`src/rtl/cic_dec_ctrl_if.sv`:
```
// Signal bundle between the CIC decimation controller (slave) and its
// environment (master): config, sample source, CIC datapath and result port.
interface cic_dec_ctrl_if #(
  parameter int Win  = 16,
  parameter int Wg   = 22,
  parameter int Wout = 16,
  parameter int SH_W = 6
);
  logic                cfg_start;
  logic                cfg_stop;
  logic [SH_W-1:0]     cfg_shift;
  logic                smp_valid;
  logic [Win-1:0]      smp_data;
  logic                cic_rst;
  logic                cic_val_in;
  logic [Win-1:0]      cic_data_in;
  logic                cic_val_out;
  logic [Win+Wg-1:0]   cic_data_out;
  logic                o_valid;
  logic                o_ready;
  logic [Wout-1:0]     o_data;
  logic                busy;
  logic                overrun;

  modport slave (
    input  cfg_start, cfg_stop, cfg_shift, smp_valid, smp_data,
           cic_val_out, cic_data_out, o_ready,
    output cic_rst, cic_val_in, cic_data_in, o_valid, o_data, busy, overrun
  );

  modport master (
    output cfg_start, cfg_stop, cfg_shift, smp_valid, smp_data,
           cic_val_out, cic_data_out, o_ready,
    input  cic_rst, cic_val_in, cic_data_in, o_valid, o_data, busy, overrun
  );
endinterface

```
`src/rtl/cic_dec_ctrl.sv`:
```
// CIC decimator controller: flush, warm-up discard, shift+saturate gain, valid/ready output.
// Optional round-half-up before the shift when CIC_CTRL_ROUND_EN is defined.
module cic_dec_ctrl #(
  parameter int Win    = 16,
  parameter int Wg     = 22,
  parameter int Wout   = 16,
  parameter int SH_W   = 6,
  parameter int WARMUP = 4
) (
  input  logic           clk,
  input  logic           rst,
  cic_dec_ctrl_if.slave  bus
);
  localparam int          W   = Win + Wg;
  localparam int          WCW = (WARMUP < 2) ? 1 : $clog2(WARMUP + 1);
  localparam logic [31:0] WU  = 32'(W);

  typedef enum logic [1:0] {IDLE, FLUSH, WARM, RUN} state_t;

  state_t            state_q;
  logic              flushCnt_q;
  logic [WCW-1:0]    warmCnt_q;
  logic [SH_W-1:0]   shift_q;
  logic              cicRst_q;
  logic              cicValIn_q;
  logic [Win-1:0]    cicDataIn_q;
  logic              oValid_q;
  logic [Wout-1:0]   oData_q;
  logic              busy_q;
  logic              overrun_q;

  logic signed [W-1:0] shifted_d;
  logic [Wout-1:0]     sat_d;
  logic [WCW-1:0]      warmNext_d;
  logic                load_d;

`ifdef CIC_CTRL_ROUND_EN
  logic [W:0]   rnd_d;
  logic [W:0]   sum_d;
  logic [W-1:0] rounded_d;

  // Round half up; a positive overflow clamps to the largest W-bit value.
  // Any shift of W or more leaves nothing but the (non-negative) rounded sign.
  always_comb begin
    rnd_d = '0;
    if (shift_q != '0) rnd_d = (W+1)'(1) << (shift_q - 1'b1);
    sum_d     = {bus.cic_data_out[W-1], bus.cic_data_out} + rnd_d;
    rounded_d = (!sum_d[W] && sum_d[W-1]) ? {1'b0, {(W-1){1'b1}}} : sum_d[W-1:0];
    if (32'(shift_q) >= WU) shifted_d = '0;
    else                    shifted_d = $signed(rounded_d) >>> shift_q;
  end
`else
  always_comb begin
    shifted_d = $signed(bus.cic_data_out) >>> shift_q;
  end
`endif

  always_comb begin
    sat_d = shifted_d[Wout-1:0];
    if (!shifted_d[W-1] && (|shifted_d[W-2:Wout-1]))
      sat_d = {1'b0, {(Wout-1){1'b1}}};
    else if (shifted_d[W-1] && !(&shifted_d[W-2:Wout-1]))
      sat_d = {1'b1, {(Wout-1){1'b0}}};
  end

  assign warmNext_d = warmCnt_q + 1'b1;
  assign load_d     = (state_q == RUN) && bus.cic_val_out && !bus.cfg_stop;

  always_ff @(posedge clk) begin
    if (rst) begin
      state_q     <= IDLE;
      flushCnt_q  <= 1'b0;
      warmCnt_q   <= '0;
      shift_q     <= '0;
      cicRst_q    <= 1'b0;
      cicValIn_q  <= 1'b0;
      cicDataIn_q <= '0;
      oValid_q    <= 1'b0;
      oData_q     <= '0;
      busy_q      <= 1'b0;
      overrun_q   <= 1'b0;
    end else begin
      // A new result beats a same-cycle acceptance and keeps o_valid high.
      if (oValid_q && bus.o_ready) oValid_q <= 1'b0;
      if (load_d) begin
        oValid_q <= 1'b1;
        oData_q  <= sat_d;
        if (oValid_q && !bus.o_ready) overrun_q <= 1'b1;
      end

      case (state_q)
        IDLE: begin
          if (bus.cfg_start) begin
            state_q    <= FLUSH;
            shift_q    <= bus.cfg_shift;
            overrun_q  <= 1'b0;
            cicRst_q   <= 1'b1;
            busy_q     <= 1'b1;
            flushCnt_q <= 1'b0;
          end
        end
        FLUSH: begin
          if (bus.cfg_stop) begin
            state_q  <= IDLE;
            cicRst_q <= 1'b0;
            busy_q   <= 1'b0;
          end else if (flushCnt_q) begin
            state_q     <= (WARMUP == 0) ? RUN : WARM;
            cicRst_q    <= 1'b0;
            warmCnt_q   <= '0;
            cicValIn_q  <= bus.smp_valid;
            cicDataIn_q <= bus.smp_data;
          end else begin
            flushCnt_q <= 1'b1;
          end
        end
        WARM, RUN: begin
          if (bus.cfg_stop) begin
            state_q    <= IDLE;
            busy_q     <= 1'b0;
            cicValIn_q <= 1'b0;
          end else begin
            cicValIn_q  <= bus.smp_valid;
            cicDataIn_q <= bus.smp_data;
            if (state_q == WARM && bus.cic_val_out) begin
              warmCnt_q <= warmNext_d;
              if (warmNext_d == WCW'(WARMUP)) state_q <= RUN;
            end
          end
        end
        default: state_q <= IDLE;
      endcase
    end
  end

  assign bus.cic_rst     = cicRst_q;
  assign bus.cic_val_in  = cicValIn_q;
  assign bus.cic_data_in = cicDataIn_q;
  assign bus.o_valid     = oValid_q;
  assign bus.o_data      = oData_q;
  assign bus.busy        = busy_q;
  assign bus.overrun     = overrun_q;
endmodule

```
`src/flat_wrapper.sv`:
```
// flat-port wrapper written by rule: the top's interface ports become plain ports
module cic_dec_ctrl_flat 
#(
  parameter int Win    = 16,
  parameter int Wg     = 22,
  parameter int Wout   = 16,
  parameter int SH_W   = 6,
  parameter int WARMUP = 4
)
  (clk, rst, bus_cfg_start, bus_cfg_stop, bus_cfg_shift, bus_smp_valid, bus_smp_data, bus_cic_val_out, bus_cic_data_out, bus_o_ready, bus_cic_rst, bus_cic_val_in, bus_cic_data_in, bus_o_valid, bus_o_data, bus_busy, bus_overrun);
  cic_dec_ctrl_if #(.Win(Win), .Wg(Wg), .Wout(Wout), .SH_W(SH_W)) bus_i ();
  input  logic clk;
  input  logic rst;
  input wire logic [$bits(bus_i.cfg_start)-1:0] bus_cfg_start;
  input wire logic [$bits(bus_i.cfg_stop)-1:0] bus_cfg_stop;
  input wire logic [$bits(bus_i.cfg_shift)-1:0] bus_cfg_shift;
  input wire logic [$bits(bus_i.smp_valid)-1:0] bus_smp_valid;
  input wire logic [$bits(bus_i.smp_data)-1:0] bus_smp_data;
  input wire logic [$bits(bus_i.cic_val_out)-1:0] bus_cic_val_out;
  input wire logic [$bits(bus_i.cic_data_out)-1:0] bus_cic_data_out;
  input wire logic [$bits(bus_i.o_ready)-1:0] bus_o_ready;
  output wire logic [$bits(bus_i.cic_rst)-1:0] bus_cic_rst;
  output wire logic [$bits(bus_i.cic_val_in)-1:0] bus_cic_val_in;
  output wire logic [$bits(bus_i.cic_data_in)-1:0] bus_cic_data_in;
  output wire logic [$bits(bus_i.o_valid)-1:0] bus_o_valid;
  output wire logic [$bits(bus_i.o_data)-1:0] bus_o_data;
  output wire logic [$bits(bus_i.busy)-1:0] bus_busy;
  output wire logic [$bits(bus_i.overrun)-1:0] bus_overrun;
  assign bus_i.cfg_start = bus_cfg_start;
  assign bus_i.cfg_stop = bus_cfg_stop;
  assign bus_i.cfg_shift = bus_cfg_shift;
  assign bus_i.smp_valid = bus_smp_valid;
  assign bus_i.smp_data = bus_smp_data;
  assign bus_i.cic_val_out = bus_cic_val_out;
  assign bus_i.cic_data_out = bus_cic_data_out;
  assign bus_i.o_ready = bus_o_ready;
  assign bus_cic_rst = bus_i.cic_rst;
  assign bus_cic_val_in = bus_i.cic_val_in;
  assign bus_cic_data_in = bus_i.cic_data_in;
  assign bus_o_valid = bus_i.o_valid;
  assign bus_o_data = bus_i.o_data;
  assign bus_busy = bus_i.busy;
  assign bus_overrun = bus_i.overrun;
  cic_dec_ctrl #(.Win(Win), .Wg(Wg), .Wout(Wout), .SH_W(SH_W), .WARMUP(WARMUP)) u_core (.clk(clk), .rst(rst), .bus(bus_i));
endmodule
```
`config.mk`:
```
export PLATFORM = sky130hd
export DESIGN_NAME = cic_dec_ctrl_flat
export DESIGN_NICKNAME = d
export VERILOG_FILES = /design/src/rtl/cic_dec_ctrl_if.sv /design/src/rtl/cic_dec_ctrl.sv /design/src/flat_wrapper.sv
export SDC_FILE = /design/constraint.sdc
export NUM_CORES = 1
export LEC_CHECK = 0
export ABC_CLOCK_PERIOD_IN_PS = 2900
export CAP_MARGIN = 10
export CORE_UTILIZATION = 45
export DETAILED_ROUTE_END_ITERATION = 16
export DONT_BUFFER_PORTS = 1
export PLACE_DENSITY = 0.61
export RECOVER_POWER = 100
export SLEW_MARGIN = 20
export SYNTH_ARGS = -nofsm -noshare
export SYNTH_HDL_FRONTEND = slang
export SYNTH_SLANG_ARGS = --single-unit
```
`constraint.sdc`:
```
create_clock -name clk -period 2.9 [get_ports clk]
set_input_delay 0.435 -clock clk [delete_from_list [all_inputs] [get_ports clk]]
set_output_delay 0.435 -clock clk [all_outputs]
set_load 0.01 [all_outputs]
```
==> run_1/pinout.png <==
Pins as bars across the die edge, other pins in gray.
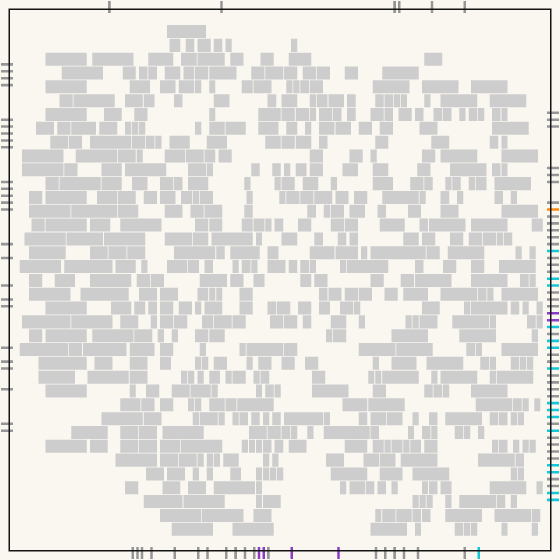
port	color	pins	direction	edge
bus_cfg_shift	purple	6	input	4 south, 2 east
bus_cic_data_in	cyan	16	output	15 east, 1 south
rst	orange	1	input	east
all pins by edge	50 east, 25 west, 23 south, 6 north

==> run_1/m3.png <==
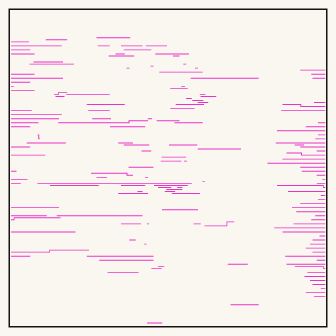
main direction	horizontal
nets with wire on the layer	131
share of all routed wire	8.2%
wire length on this layer	1270 um

==> run_1/util_map.png <==
11 x 11 tiles, from white (low) to dark blue (high), 0 to 100% covered.
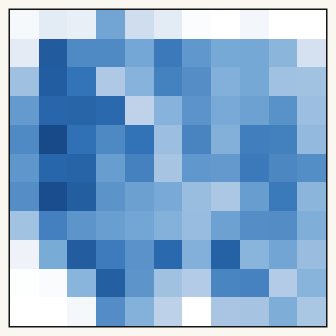
mean over tiles	48%
fullest tile	89%
tiles over 75% full	12%
nearly empty tiles	6.6%
densest ninth of the die	west

==> run_1/placed.png <==
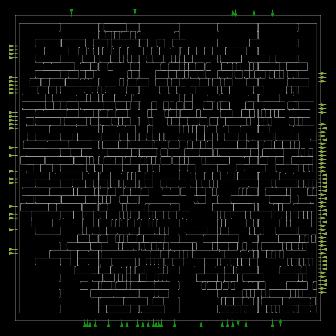
tap cells: 136
# rows: 37
Post-Layout Cell Count: 726
Filler Cell Count: 985

==> job_summary.md, run 1 <==
### Flow metrics

| Metric | Value |
|---|---|
| XORs/XNORs by Area | `0.00179` |
| Max cap viols | `0` |
| Flop pwr share | `0.327` |
| CTS Buf Count | `5` |
| Met2 GRT Util | `0.413` |
| # hold bufs at CTS | `0` |
| Fraction of layout cells with a size suffix above 1 | `0.266` |
| Min Hold Slack | `0.189 ns` |
| Clock Latency Late Sink | `0.31 ns` |
| Synth-to-Final Area Change | `15.0%` |
| Static Leakage | `between 2 and 2.5 nW` |
| Starting DRC count in detailed routing | `roughly 350` |
| Sw Share | `0.336` |
| Drc violations | `0` |
| Post-DR vias/cell | `about 6.5` |
| Routability congestion estimate from global placement | `between 0.9 and 1` |
| First-pass GRT wire length | `between 20000 and 25000 um` |
| Fin Setup TNS | `0 ns` |
| M1 wire length | `6650 um` |
| Top cells excl fill/tap | `nand2_1, buf_4, dfxtp_1, nor2_1, a21oi_1` |
| Antenna diodes | `0` |
| Met2 wire length | `about 7100 um` |
| Unique cell types | `approximately 66` |
| Antenna violation net count after detailed routing | `0` |
| Buffers on Ports | `0` |
| Clk pin slew, worst setup/hold paths | `roughly 0.11 ns` |
| Layout Skew | `0.0210 ns` |
| Vias | `around 4.7k` |
| CTS tree | `yes` |
| Synthesized cell area | `a little under 5000 um^2` |
| TritonCTS Sinks | `slightly below 50` |
| Crit-path leading delay family | `AND-OR/OR-AND gates` |
| Grt peak-use layer | `met2` |
| Syn avg cell area | `8.56 um^2` |
| Pre-CTS setup slack | `-0.00300 ns` |
| Met3 Use GR | `0.0582` |
| Slowest-stage cell, CP | `dfxtp_2` |
| Top Consumer | `combinational cells` |
| Final setup vio count | `0` |
| Largest logic family | `multiplexers` |
| Setup CP Type | `flip-flop to flip-flop` |
| Dominant Register Cell | `dfxtp_1` |
| Comb group | `897 uW` |
| MUX share of area | `0.344` |
| I/O Pins | `104` |
| Dpl cell area | `5240 um^2` |
| Vias in the first global route | `4430` |
| Post-Synth Adder-Cell Area | `0.00512` |
| YS warnings | `0` |
| Pre-antenna DRT Iters | `5` |
| NetSw | `~720 uW` |
| Status | `finished clean` |
| Hold Fails Final Rpt | `0` |
| Crit path max fanout | `10` |
| Period utilization | `0.979` |
| Top sig layer | `met4` |
| P_clk | `~560 uW` |
| CTS Buffer Depth | `2` |
| H-tree depth | `2` |
| Min cycle time layout | `between 2 and 3 ns` |
| Top cell excl fill/tap | `nand2_1` |
| Root buffer cell | `clkbuf_8` |
| Relative slew slack | `0.315` |
| Metal3 WL | `1270 um` |
| Post-synthesis cell count | `about 570` |
| Nets at Floorplan | `around 640` |
| Hold WC Path Type | `primary input to flip-flop` |
| Antenna violations before repair | `0` |
| Worst setup margin | `0.0620 ns` |
| WP data arrival | `a little over 3 ns` |
| Req. time, crit path | `between 3 and 4 ns` |
| WL per Instance | `around 21 um` |
| Asr flop ratio synth | `0` |
| Starting density of the core | `0.469` |
| And+or+nand+nor area frac | `0.188` |
| Crit-path cells | `buf_4, mux2_2, o32ai_1, a21o_1, buf_4, o311ai_0, buf_4, nor3_1, a211oi_2, buf_6, nor3_2, o21ai_0` |
| Buf+Inv Stages, Crit Path | `4` |
| PwrDens | `approximately 380 nW/um^2` |
| Highest clock rate | `352 MHz` |
| Most frequent CP cell | `buf_4` |
| Worst IR Drop VDD | `around 200 uV` |
| Largest net degree at the start of global routing | `43` |
| Post-synth seq share | `0.201` |
| Chip height | `between 100 and 150 um` |
| MI comb area | `approximately 3700 um^2` |
| Tool warnings | `27` |
| Compound Share, Synth | `0.199` |
| # Cells Yosys | `between 500 and 600` |
| Post-DP HPWL | `about 12000 um` |
| Die Footprint | `approximately 11000 um^2` |
| Post-synth regs | `between 40 and 50` |
| Seq pwr | `between 700 and 800 uW` |
| Flip-flops with a built-in enable | `0` |
| Final WL | `15400 um` |
| Yosys chip area | `just under 5000 um^2` |
| Worst-Margin Slew | `1.02 ns` |
| CP endpoint kind | `flip-flop` |
| Die width | `106 um` |
| Number of nets in the layout | `~660` |
| Comb power frac | `0.416` |
| Int Power | `about 1.4 mW` |
| Power, Total | `between 2 and 2.5 mW` |
| M1 GR Usage | `0.359` |
| Grt total ovfl | `0` |
| Clk network pwr share | `0.257` |
| Fin area | `about 5600 um^2` |
| Reg area | `987 um^2` |
| Final Core Density | `0.540` |
| Placed Cells | `between 700 and 800` |
| Core Box Area | `between 10000 and 15000 um^2` |
| Final Max-Slew Violation Tally | `0` |
| Gr usage total | `0.266` |
| Delay of the slowest critical-path stage | `0.41 ns` |
| Crit start category | `flip-flop` |
==> run 1: cells in the mapped netlist, types with 4 or more instances <==
library cell	n	share of area
a211oi_1	9	0.014
a21oi_1	45	0.046
a31oi_1	8	0.010
and2_1	6	0.0077
buf_1	4	0.0031
buf_2	16	0.016
buf_4	6	0.0092
clkbuf_1	26	0.020
dfxtp_1	49	0.20
inv_1	8	0.0061
mux2_2	17	0.039
mux2i_1	46	0.094
mux4_1	5	0.027
mux4_2	40	0.18
nand2_1	94	0.072
nand3_1	8	0.0082
nand3b_1	7	0.011
nor2_1	45	0.035
nor3_1	13	0.013
nor3b_1	4	0.0061
o211ai_1	16	0.025
o21a_1	4	0.0061
o21ai_0	21	0.021
o31a_1	5	0.0090
==> run 1: timing repair <==
item	in CTS	in global routing
endpoints found under the setup margin	5	15
gates resized	3	28
pin swaps	0	7
cloned	0	1
buffers inserted	0	13
==> run 1: cell type report <==
class	instances	share of cell area
clock inverters	2	0.00690
multi-input cells	459	0.661
inverters	9	0.00601
clock buffers	6	0.0167
flip-flops and latches	49	0.175
repair buffers	65	0.103
well taps	136	0.0302
==> run 1: worst paths after layout <==
check | from | endpoint | slack, ns | depth (start not counted)
max | u_core.shift_q[0]$_SDFFE_PP0P_ | u_core.bus.o_data[11]$_SDFFE_PP0P_ | 0.06 | 12
min | rst | u_core.shift_q[2]$_SDFFE_PP0P_ | 0.19 | 1
max reg2reg | u_core.shift_q[0]$_SDFFE_PP0P_ | u_core.bus.o_data[11]$_SDFFE_PP0P_ | 0.06 | 12
min reg2reg | u_core.bus.cic_data_in[8]$_SDFFE_PP0P_ | u_core.bus.cic_data_in[8]$_SDFFE_PP0P_ | 0.50 | 2
==> run_1/clock_wires.png <==
Scale bar: 20 um.
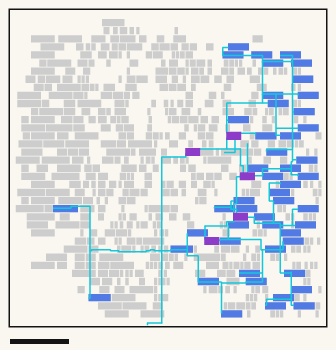

==> run 2: changes to the inputs <==
Settings changed: ABC_CLOCK_PERIOD_IN_PS 2900 to 2580, CAP_MARGIN 10 to 20, PLACE_DENSITY 0.61 to 0.63.
Clock period 2.9 ns to 2.58 ns, I/O delays scaled along.
==> run_2/clock_wires.png <==
Scale bar: 20 um.
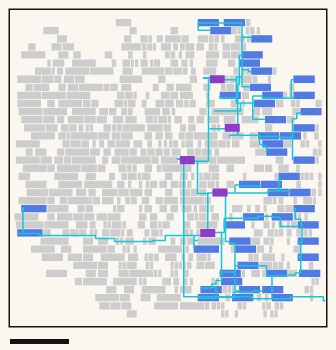
[clock wires] cyan | length: 708 um
[flip-flops] blue | count: 49
[clock-net drivers] purple | count: 5
routed clock nets	6

==> run 2 against run 1 <==
Effect of this change: cell count increased by 6.7%; sequential share of layout area decreased by 1.6 points; maximum frequency increased by 3.1%; combinational power increased by 34%; utilization increased by 5.9 points; synthesized cell count unchanged; register-to-register slack got worse by 0.23 ns; non-clock buffer count increased by 49; count of clock-buffer cells in the layout unchanged; area after synthesis unchanged; the run now ends with setup timing left.
==> job_summary.md, run 2 <==
### Flow metrics

| Metric | Value |
|---|---|
| Post-synthesis cell count | `571` |
| Top Consumer | `combinational cells` |
| Flip-flops with a built-in enable | `0` |
| NetSw | `903 uW` |
| Flop pwr share | `0.301` |
| Crit-path cells | `buf_12, buf_12, mux2i_1, mux4_2, mux2_4, nor4_4, nand4_1, a32o_2, or3b_4, nand3_2` |
| Top sig layer | `met4` |
| Drc violations | `0` |
| Final WL | `approximately 17000 um` |
| PwrDens | `approximately 420 nW/um^2` |
| Top cell excl fill/tap | `nand2_1` |
| Sw Share | `0.343` |
| Vias in the first global route | `around 4.8k` |
| YS warnings | `0` |
| WP data arrival | `~3.0 ns` |
| Worst-Margin Slew | `just over 1 ns` |
| Int Power | `approximately 1.7 mW` |
| Metal3 WL | `1310 um` |
| Worst setup margin | `-0.172 ns` |
| Crit path max fanout | `6` |
| Yosys chip area | `approximately 4900 um^2` |
| Number of nets in the layout | `slightly above 700` |
| Min Hold Slack | `about 0.13 ns` |
| Placed Cells | `approximately 750` |
| Static Leakage | `roughly 2.3 nW` |
| Failing checks | `setup timing` |
| M1 GR Usage | `0.390` |
| Hold Fails Final Rpt | `0` |
| Antenna violation net count after detailed routing | `0` |
| Vias | `approximately 5.0k` |
| Gr usage total | `0.289` |
| Dominant Register Cell | `dfxtp_1` |
| Seq pwr | `about 800 uW` |
| Filler Cell Count | `about 900` |
| I/O Pins | `~100` |
| Asr flop ratio synth | `0` |
| Chip height | `about 110 um` |
| Comb group | `~1.2 mW` |
| Tool warnings | `29` |
| Post-Layout Cell Count | `approximately 780` |
| Flop2flop setup slack | `-0.17 ns` |
| Synth-to-Final Area Change | `27.6%` |
| Post-DR vias/cell | `roughly 6.4` |
| Die width | `around 110 um` |
| Core Box Area | `~10000 um^2` |
| Met2 wire length | `7700 um` |
| Final setup vio count | `15` |
| Die Footprint | `around 11000 um^2` |
| Most common cell in the netlist | `nand2_1` |
| Final Max-Slew Violation Tally | `0` |
| Synth area leader | `dfxtp_1` |
| Nets at Floorplan | `between 600 and 700` |
| Post-DP HPWL | `roughly 12000 um` |
| Setup CP Type | `flip-flop to flip-flop` |
| TritonCTS Sinks | `49` |
| # hold bufs at CTS | `0` |
| Clock Latency Late Sink | `about 0.32 ns` |
| Fin area | `approximately 6200 um^2` |
| Starting density of the core | `0.469` |
| Final Core Density | `0.599` |
| Grt peak-use layer | `met2` |
| Status | `complete, but fails checks` |
| # Cells Yosys | `between 500 and 600` |
| Unique cell types | `around 66` |
| Buffers on Ports | `0` |
| Req. time, crit path | `~2.8 ns` |
| CTS tree | `yes` |
| Clk pin slew, worst setup/hold paths | `approximately 0.11 ns` |
| Routability congestion estimate from global placement | `about 0.97` |
| Hold WC Path Type | `primary input to flip-flop` |
| Clk network pwr share | `0.243` |
| Max cap viols | `0` |
| WL per Instance | `21.5 um` |
| Min cycle time layout | `approximately 2.8 ns` |
| Buf+Inv Stages, Crit Path | `2` |
| Top cells excl fill/tap | `nand2_1, buf_4, dfxtp_1, nor2_1, a21oi_1` |
| Pre-CTS setup slack | `-0.209 ns` |
| Relative slew slack | `0.314` |
| Met2 GRT Util | `0.467` |
| # rows | `37` |
| Crit start category | `flip-flop` |
| Post-synth regs | `49` |
| Crit-path leading delay family | `multiplexers` |
| Largest net degree at the start of global routing | `roughly 43` |
| Fraction of layout cells with a size suffix above 1 | `0.355` |
| CP endpoint kind | `flip-flop` |
| Pre-antenna DRT Iters | `5` |
| Top cells by area | `dfxtp_1, mux4_2, mux2i_1` |
| Most frequent CP cell | `buf_12` |
| P_clk | `between 600 and 700 uW` |
| CTS Buf Count | `5` |
| Comb power frac | `0.456` |
| Grt total ovfl | `0` |
| CTS Buffer Depth | `2` |
| Dpl cell area | `~5600 um^2` |
| Antenna diodes | `0` |
| Highest clock rate | `between 300 and 400 MHz` |
| Root buffer cell | `clkbuf_8` |
| Top cells by count | `nand2_1, dfxtp_1, mux2i_1` |
| Antenna violations before repair | `0` |
| Post-synth seq share | `0.201` |
| First-pass GRT wire length | `around 26000 um` |
| Layout Skew | `0.0236 ns` |
| M1 wire length | `~7000 um` |
| Fin Setup TNS | `-1.91 ns` |
| Slowest-stage cell, CP | `mux4_2` |
| Met3 Use GR | `0.0411` |
[run 2: netlist changes by cell type in the layout (fill, tap and decap cells not counted), sizes merged]
cell / change
buf: +47
clkbuf: +2
clkinvlp: +1
inv: -1
[run 2: area by class of cell]
type | count | area (um^2) | area share
sequential | 49 | 992 | 0.159
inverter | 9 | 37.5 | 0.00602
clock inverter | 2 | 38.8 | 0.00622
multi-input combinational | 459 | 3910 | 0.627
timing repair buffer | 114 | 996 | 0.160
tap | 136 | 170 | 0.0273
clock buffer | 6 | 93.8 | 0.0150
[run 2: timing repair]
item / 4_1_cts / 5_1_grt
endpoints found under the setup margin: 15 / 15
cloned: 3 / 1
hold endpoints to repair: 0 / 0
pin swaps: 15 / 19
gates resized: 53 / 32
buffers inserted: 7 / 13
[run 2: worst paths after layout]
path,from,endpoint,cells after the start
worst max-delay path,u_core.shift_q[1]$_SDFFE_PP0P_,u_core.bus.o_data[7]$_SDFFE_PP0P_,10
worst min-delay path,rst,u_core.flushCnt_q$_SDFFE_PP0P_,1
worst max register to register,u_core.shift_q[1]$_SDFFE_PP0P_,u_core.bus.o_data[7]$_SDFFE_PP0P_,10
worst min register to register,u_core.warmCnt_q[2]$_SDFFE_PP0P_,u_core.warmCnt_q[2]$_SDFFE_PP0P_,2
[run 2: logic make-up after synthesis]
| group | Yosys count | synth area share |
|---|---|---|
| AND/OR/NAND/NOR | 200 | 0.188 |
| AND-OR/OR-AND | 148 | 0.199 |
| multiplexers | 108 | 0.344 |
| buffers and inverters | 63 | 0.0619 |
| flip-flops | 49 | 0.201 |
| adder cells (fa/ha/maj) | 2 | 0.00512 |
| XOR/XNOR | 1 | 0.00179 |
==> run_2/pinout.png <==
Pins as bars across the die edge, other pins in gray.
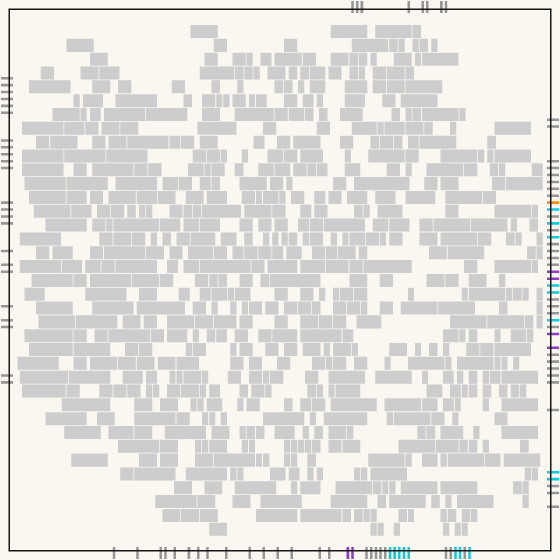

==> run 3: changes to the inputs <==
Settings changed: ABC_CLOCK_PERIOD_IN_PS 2580 to 3000, PLACE_DENSITY 0.63 to 0.61.
Clock period 2.58 ns to 3 ns, I/O delays scaled along.
==> run_3/pinout.png <==
Pins as bars across the die edge, other pins in gray.
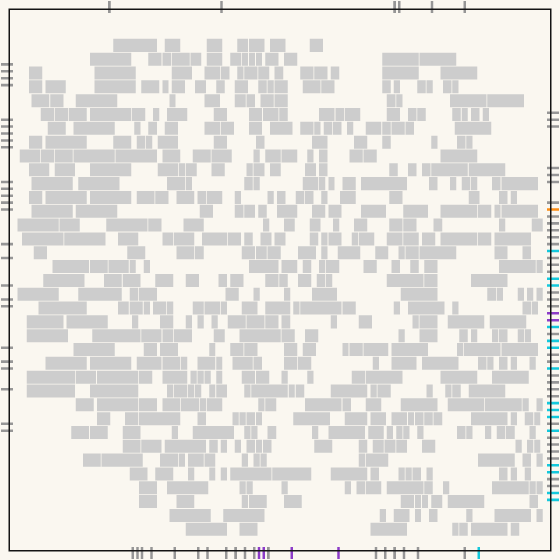
port	color	pins	direction	edge
bus_cfg_shift	purple	6	input	4 south, 2 east
bus_cic_data_in	cyan	16	output	15 east, 1 south
rst	orange	1	input	east
all pins by edge	50 east, 25 west, 23 south, 6 north

==> run 3 against run 2 <==
Effect of this change: the flow now finishes without violations; first-iteration DRC count fell by 3.2%; area after synthesis did not move; hold slack improved by 0.090 ns; register-to-register slack improved by 0.32 ns; count of clock-buffer cells in the layout did not move.
==> job_summary.md, run 3 <==
### Flow metrics

| Metric | Value |
|---|---|
| Yosys chip area | `between 4000 and 5000 um^2` |
| Top cell area share | `0.201` |
| Fraction of layout cells with a size suffix above 1 | `0.222` |
| Largest net degree at the start of global routing | `around 43` |
| H-tree depth | `2` |
| CP endpoint kind | `flip-flop` |
| Met2 GRT Util | `0.432` |
| CTS Buffer Depth | `2` |
| NetSw | `between 600 and 700 uW` |
| Static Leakage | `between 1.5 and 2 nW` |
| Vias | `~4.6k` |
| Drc violations | `0` |
| Clk network pwr share | `0.236` |
| Comb power frac | `0.407` |
| Post-synthesis cell count | `571` |
| Final Max-Slew Violation Tally | `0` |
| Setup CP Type | `flip-flop to flip-flop` |
| Min cycle time layout | `2.85 ns` |
| Nets at Floorplan | `640` |
| Most common cell in the netlist | `nand2_1` |
| Top cells by count | `nand2_1, dfxtp_1, mux2i_1` |
| Number of nets in the layout | `about 640` |
| I/O Pins | `about 100` |
| WL per Instance | `21.2 um` |
| PwrDens | `roughly 360 nW/um^2` |
| Filler Cell Count | `1013` |
| Fin area | `~5300 um^2` |
| Max cap viols | `0` |
| Worst setup margin | `~0.15 ns` |
| Buf+Inv Stages, Crit Path | `2` |
| Syn avg cell area | `8.56 um^2` |
| Synthesized cell area | `4890 um^2` |
| Final Core Density | `0.513` |
| Status | `finished clean` |
| Pre-CTS setup slack | `just over 0.08 ns` |
| Root buffer cell | `clkbuf_8` |
| # hold bufs at CTS | `0` |
| Int Power | `between 1 and 1.5 mW` |
| Fin Setup TNS | `0 ns` |
| Antenna violation net count after detailed routing | `0` |
| Crit start category | `flip-flop` |
| # Cells Yosys | `between 500 and 600` |
| Final setup vio count | `0` |
| Antenna violations before repair | `0` |
| Unique cell types | `around 66` |
| CTS tree | `yes` |
| Die Footprint | `~11000 um^2` |
| MI comb area | `~3600 um^2` |
| Flop2flop setup slack | `0.15 ns` |
| Tool warnings | `27` |
| Met3 Use GR | `0.0374` |
| Dpl cell area | `around 5200 um^2` |
| Hold WC Path Type | `primary input to flip-flop` |
| Buffers on Ports | `0` |
| Post-synth seq share | `0.201` |
| Die width | `106 um` |
| Vias in the first global route | `about 4.4k` |
| M1 GR Usage | `0.372` |
| Placed Cells | `between 600 and 700` |
| Routability congestion estimate from global placement | `0.985` |
| Synth area leader | `dfxtp_1` |
| Power, Total | `about 1.9 mW` |
| TritonCTS Sinks | `between 40 and 50` |
| Pre-antenna DRT Iters | `7` |
| Req. time, crit path | `3.21 ns` |
| Starting density of the core | `0.469` |
| Top cell excl fill/tap | `nand2_1` |
| Grt peak-use layer | `met2` |
| YS warnings | `0` |
| Reg area | `990 um^2` |
| Clk pin slew, worst setup/hold paths | `between 0.1 and 0.15 ns` |
| Crit-path leading delay family | `multiplexers` |
| Dominant Register Cell | `dfxtp_1` |
| Gr usage total | `0.268` |
| Flop pwr share | `0.356` |
| Slowest-stage cell, CP | `mux4_2` |
| Post-DR vias/cell | `~6.5` |
| CTS Buf Count | `5` |
| Highest clock rate | `approximately 350 MHz` |
| # rows | `37` |
| Min Hold Slack | `between 0.2 and 0.25 ns` |
| Asr flop ratio synth | `0` |
| Clock Latency Late Sink | `0.31 ns` |
| Relative slew slack | `0.305` |
| Antenna diodes | `0` |
| Top cells excl fill/tap | `nand2_1, dfxtp_1, nor2_1, a21oi_1, mux2i_1` |
| Chip height | `between 100 and 150 um` |
| Flip-flops with a built-in enable | `0` |
| Grt total ovfl | `0` |
| Sw Share | `0.350` |
| Crit-path cells | `buf_4, mux4_2, mux2_2, mux2i_2, nor2_1, nor3_1, a211oi_2, buf_4, nor3_1, o21ai_0` |
| Synth-to-Final Area Change | `9.31%` |
| Top cells by area | `dfxtp_1, mux4_2, mux2i_1` |
| Layout Skew | `between 0.02 and 0.025 ns` |
| Worst IR Drop VDD | `270 uV` |
| Post-synth regs | `49` |
| Post-DP HPWL | `roughly 12000 um` |
| First-pass GRT wire length | `24100 um` |
| Delay of the slowest critical-path stage | `0.55 ns` |
| Starting DRC count in detailed routing | `roughly 450` |
| WP data arrival | `approximately 3.1 ns` |
| Period utilization | `0.950` |
| Hold Fails Final Rpt | `0` |
| Crit path max fanout | `11` |
| Post-Layout Cell Count | `between 700 and 800` |
| Core Box Area | `roughly 10000 um^2` |
| Worst-Margin Slew | `between 1 and 1.5 ns` |
| Final WL | `about 15000 um` |
## run 3: kinds of logic after synthesis
family | count (synthesis) | synth area share
AND/OR/NAND/NOR | 200 | 0.188
adder cells (fa/ha/maj) | 2 | 0.00512
XOR/XNOR | 1 | 0.00179
AND-OR/OR-AND | 148 | 0.199
multiplexers | 108 | 0.344
buffers and inverters | 63 | 0.0619
flip-flops | 49 | 0.201
## run 3: path summary, 6_finish.rpt
kind | cells after the start | startpoint | to
max reg2reg | 10 | u_core.shift_q[1]$_SDFFE_PP0P_ | u_core.bus.o_data[6]$_SDFFE_PP0P_
max | 10 | u_core.shift_q[1]$_SDFFE_PP0P_ | u_core.bus.o_data[6]$_SDFFE_PP0P_
min reg2reg | 2 | u_core.bus.cic_data_in[10]$_SDFFE_PP0P_ | u_core.bus.cic_data_in[10]$_SDFFE_PP0P_
min | 1 | rst | u_core.bus.o_data[15]$_SDFFE_PP0P_
## run 3: per-layer routing
metal,wire [um],part of all wire,vias to the layer above
li1,-,-,2167
met1,6530,0.44,2173
met2,6920,0.46,238
met3,1230,0.082,21
met4,339,0.023,0
met5,0,0,-
## run 3: power by group through the flow
stage | combinational, mW | clock (mW) | sequential (mW)
CTS | 0.757 | 0.465 | 0.688
global placement | 0.756 | 0 | 0.703
floorplan | 0.576 | 0 | 0.684
finish | 0.785 | 0.455 | 0.687
detailed placement | 0.753 | 0 | 0.703
global route | 0.846 | 0.492 | 0.690
## run 3: area by class of cell
type,count,area share
Clock buffer,6,0.0176
Inverter,9,0.00632
Multi-Input combinational cell,459,0.681
Tap cell,136,0.0318
Timing Repair Buffer,48,0.0754
Clock inverter,2,0.00304
Sequential cell,49,0.185
## run 3: repair_timing
action | 4_1_cts | 5_1_grt
resized | 0 | 11
endpoints found under the setup margin | 0 | 15
setup buffers | 0 | 4
No activity file was given, so power comes from the tool's default toggle rates.
